==> images/met1.png <==
The bar under the picture is 20 um long. Supply wires on this layer in gray.
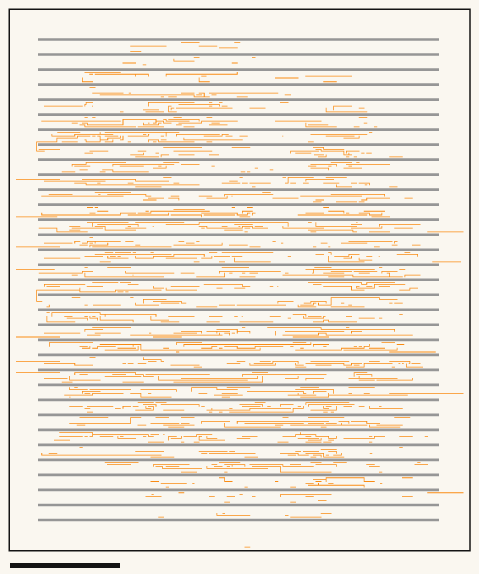
==> images/met2.png <==
The bar under the picture is 20 um long.
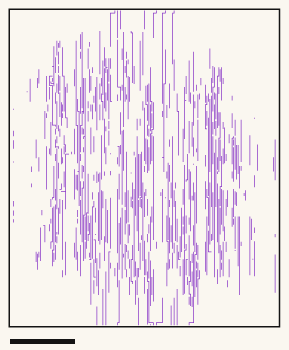
==> images/met3.png <==
Cells faint in the background.
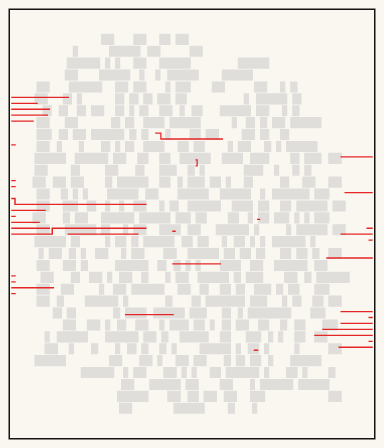
### src/rtl/stage_seq.sv
// Multi-cycle instruction sequencer: walks a one-hot enable chain across the core's
// stage units, with boundary halt/resume, flush, per-stage watchdog and retire counter.
module stage_seq #(
    parameter int  N_STAGES = 3,
    parameter int  TIMEOUT  = 255,
    parameter int  CNT_W    = 32,
    localparam int SW       = (N_STAGES > 1) ? $clog2(N_STAGES) : 1
) (
    input  logic                i_clk,
    input  logic                i_rst,
    input  logic [N_STAGES-1:0] i_finish,
    input  logic                i_halt_req,
    input  logic                i_resume,
    input  logic                i_flush,
    output logic [N_STAGES-1:0] o_en,
    output logic [SW-1:0]       o_stage,
    output logic [1:0]          o_state,
    output logic                o_retire,
    output logic [CNT_W-1:0]    o_retire_cnt,
    output logic [SW-1:0]       o_fault_stage
);

    typedef enum logic [1:0] {
        ST_BOOT   = 2'd0,
        ST_RUN    = 2'd1,
        ST_HALTED = 2'd2,
        ST_FAULT  = 2'd3
    } state_e;

    // The watchdog only ever holds 0..TIMEOUT-1, so clog2(TIMEOUT) bits suffice.
    localparam int                 WD_W     = (TIMEOUT > 1) ? $clog2(TIMEOUT) : 1;
    localparam logic [WD_W-1:0]    WD_MAX   = WD_W'((TIMEOUT > 0) ? TIMEOUT - 1 : 0);
    localparam logic [SW-1:0]      LAST     = SW'(N_STAGES - 1);
    localparam logic [N_STAGES-1:0] EN_FIRST = N_STAGES'(1);

    state_e               state_q, state_d;
    logic [N_STAGES-1:0]  en_q, en_d;
    logic [SW-1:0]        stage_q, stage_d;
    logic                 retire_q, retire_d;
    logic [CNT_W-1:0]     cnt_q, cnt_d;
    logic [SW-1:0]        fault_stage_q, fault_stage_d;
    logic [WD_W-1:0]      wdog_q, wdog_d;
    logic                 fin_k;
    logic                 wd_expired;

    // en_q is one-hot in RUN, so this picks out only the enabled stage's finish bit.
    assign fin_k      = |(i_finish & en_q);
    assign wd_expired = (TIMEOUT != 0) && (wdog_q == WD_MAX);

    always_comb begin
        // NOTE: every variable gets a default before the case so no path leaves one
        // unassigned, which would otherwise infer a latch.
        state_d       = state_q;
        en_d          = en_q;
        stage_d       = stage_q;
        retire_d      = 1'b0;
        cnt_d         = cnt_q;
        fault_stage_d = fault_stage_q;
        wdog_d        = wdog_q;

        unique case (state_q)
            ST_BOOT: begin
                wdog_d  = '0;
                stage_d = '0;
                if (i_halt_req) begin
                    state_d = ST_HALTED;
                    en_d    = '0;
                end else begin
                    state_d = ST_RUN;
                    en_d    = EN_FIRST;
                end
            end

            ST_RUN: begin
                if (i_flush) begin
                    stage_d = '0;
                    en_d    = EN_FIRST;
                    wdog_d  = '0;
                end else if (wd_expired && !fin_k) begin
                    state_d       = ST_FAULT;
                    en_d          = '0;
                    fault_stage_d = stage_q;
                end else if (fin_k) begin
                    wdog_d = '0;
                    if (stage_q != LAST) begin
                        stage_d = stage_q + SW'(1);
                        en_d    = en_q << 1;
                    end else begin
                        retire_d = 1'b1;
                        cnt_d    = cnt_q + CNT_W'(1);
                        stage_d  = '0;
                        if (i_halt_req) begin
                            state_d = ST_HALTED;
                            en_d    = '0;
                        end else begin
                            en_d = EN_FIRST;
                        end
                    end
                end else if ((TIMEOUT != 0) && (wdog_q != WD_MAX)) begin
                    wdog_d = wdog_q + WD_W'(1);
                end
            end

            ST_HALTED: begin
                en_d = '0;
                if (i_resume) begin
                    state_d = ST_RUN;
                    stage_d = '0;
                    en_d    = EN_FIRST;
                    wdog_d  = '0;
                end
            end

            ST_FAULT: begin
                en_d = '0;
                if (i_flush) begin
                    state_d = ST_RUN;
                    stage_d = '0;
                    en_d    = EN_FIRST;
                    wdog_d  = '0;
                end
            end
        endcase
    end

    always_ff @(posedge i_clk) begin
        // NOTE: state registers use non-blocking assignments so every flop samples
        // the pre-edge values regardless of statement order.
        if (i_rst) begin
            state_q       <= ST_BOOT;
            en_q          <= '0;
            stage_q       <= '0;
            retire_q      <= 1'b0;
            cnt_q         <= '0;
            fault_stage_q <= '0;
            wdog_q        <= '0;
        end else begin
            state_q       <= state_d;
            en_q          <= en_d;
            stage_q       <= stage_d;
            retire_q      <= retire_d;
            cnt_q         <= cnt_d;
            fault_stage_q <= fault_stage_d;
            wdog_q        <= wdog_d;
        end
    end

    assign o_en          = en_q;
    assign o_stage       = stage_q;
    assign o_state       = state_q;
    assign o_retire      = retire_q;
    assign o_retire_cnt  = cnt_q;
    assign o_fault_stage = fault_stage_q;

    a_en_shape: assert property (@(posedge i_clk) disable iff (i_rst)
        (state_q == ST_RUN) ? $onehot(en_q) : (en_q == '0));

    a_stage_range: assert property (@(posedge i_clk) disable iff (i_rst)
        int'(stage_q) < N_STAGES);

endmodule
### config.mk
export PLATFORM = sky130hd
export DESIGN_NAME = stage_seq
export DESIGN_NICKNAME = d
export VERILOG_FILES = /design/src/rtl/stage_seq.sv
export SDC_FILE = /design/constraint.sdc
export NUM_CORES = 1
export LEC_CHECK = 0
export ABC_CLOCK_PERIOD_IN_PS = 2200
export CAP_MARGIN = 20
export CELL_PAD_IN_SITES_DETAIL_PLACEMENT = 1
export CELL_PAD_IN_SITES_GLOBAL_PLACEMENT = 1
export CORE_ASPECT_RATIO = 1.2
export CORE_MARGIN = 5
export CORE_UTILIZATION = 37
export DETAILED_ROUTE_END_ITERATION = 8
export PLACE_DENSITY = 0.81
export REMOVE_ABC_BUFFERS = 1
export SETUP_SLACK_MARGIN = 0.4
export SLEW_MARGIN = 25
export SYNTH_ARGS = -nofsm -noshare
export SYNTH_HDL_FRONTEND = slang
export SYNTH_SLANG_ARGS = --single-unit
### constraint.sdc
create_clock -name i_clk -period 2.2 [get_ports i_clk]
set_input_delay 0.55 -clock i_clk [delete_from_list [all_inputs] [get_ports i_clk]]
set_output_delay 0.55 -clock i_clk [all_outputs]
set_load 0.03 [all_outputs]
==> Slide: Implementation Results <==
Implementation Results

Setup path
  • Crit path arrival time: 1200 ps
  • Worst R2R End: o_retire_cnt[31]
  • CP max-delay cell: dfxtp_2
  • Crit path buffers/inverters: 1

Timing
  • Normalized max-slew margin: 0.744
  • Hold Violations, Final: 0

Final layout
  • Multi-input gates: 213
  • Combinational share of cell area: 0.422
  • P&R area growth vs syn: 38.6%
  • Number of non-clock inverters: 4
  • Fin nets: 362
  • Final Instance Area: 0.00330 mm^2
  • ClkCell Share: 0.0289
  • Storage cell area: 0.00102 mm^2
  • Comb. cell area: ~0.0014 mm^2

Global routing
  • First-pass GRT wire length: 12000 um
  • Gr usage total: 0.177
  • GRT busiest layer: met2

Synth
  • Share of the synthesized area in the top cell type: 0.421
  • Synth Instances: about 280
  • Post-Synth Simple-Gate Area: 0.321
  • Synth top cell by count: nor2_1

Clock network
  • CTS Hold Bufs: 0
  • H-tree lvl count: 2

Route
  • WL met1: 2960 um
  • Drc violations: 0
  • WL met2: 3750 um
  • Wirelength per Cell: 16.2 um
  • Post-route ant nets: 0

Power and ir drop
  • Leak pwr: 0.00143 uW

Job
  • Maxcap violations: 0
  • Log Warnings: 28

Outcome
  • Status: finished clean

Die
  • Die area: 0.00814 mm^2
  • # IOs: ~50
  • Pre-Place Util: 0.376

Placement
  • Placed Cells: around 420
-- met1.png (at the start) --
share of all routed wire = 42%
longest straight run = 23.0 um
main direction = horizontal
nets with wire on the layer = 326

-- met2.png (at the start) --
wire length on this layer = 3750 um
longest straight run = 42.3 um
vias post-DR: 2293
met2 Track Usage GR: 0.326
DRT Wirelength: 7090 um

-- met3.png (at the start) --
share of all routed wire = 3.9%
nets with wire on the layer = 34
main direction = horizontal
GR Layer Usage met3: 0.0430

No activity file was given, so power comes from the tool's default toggle rates.
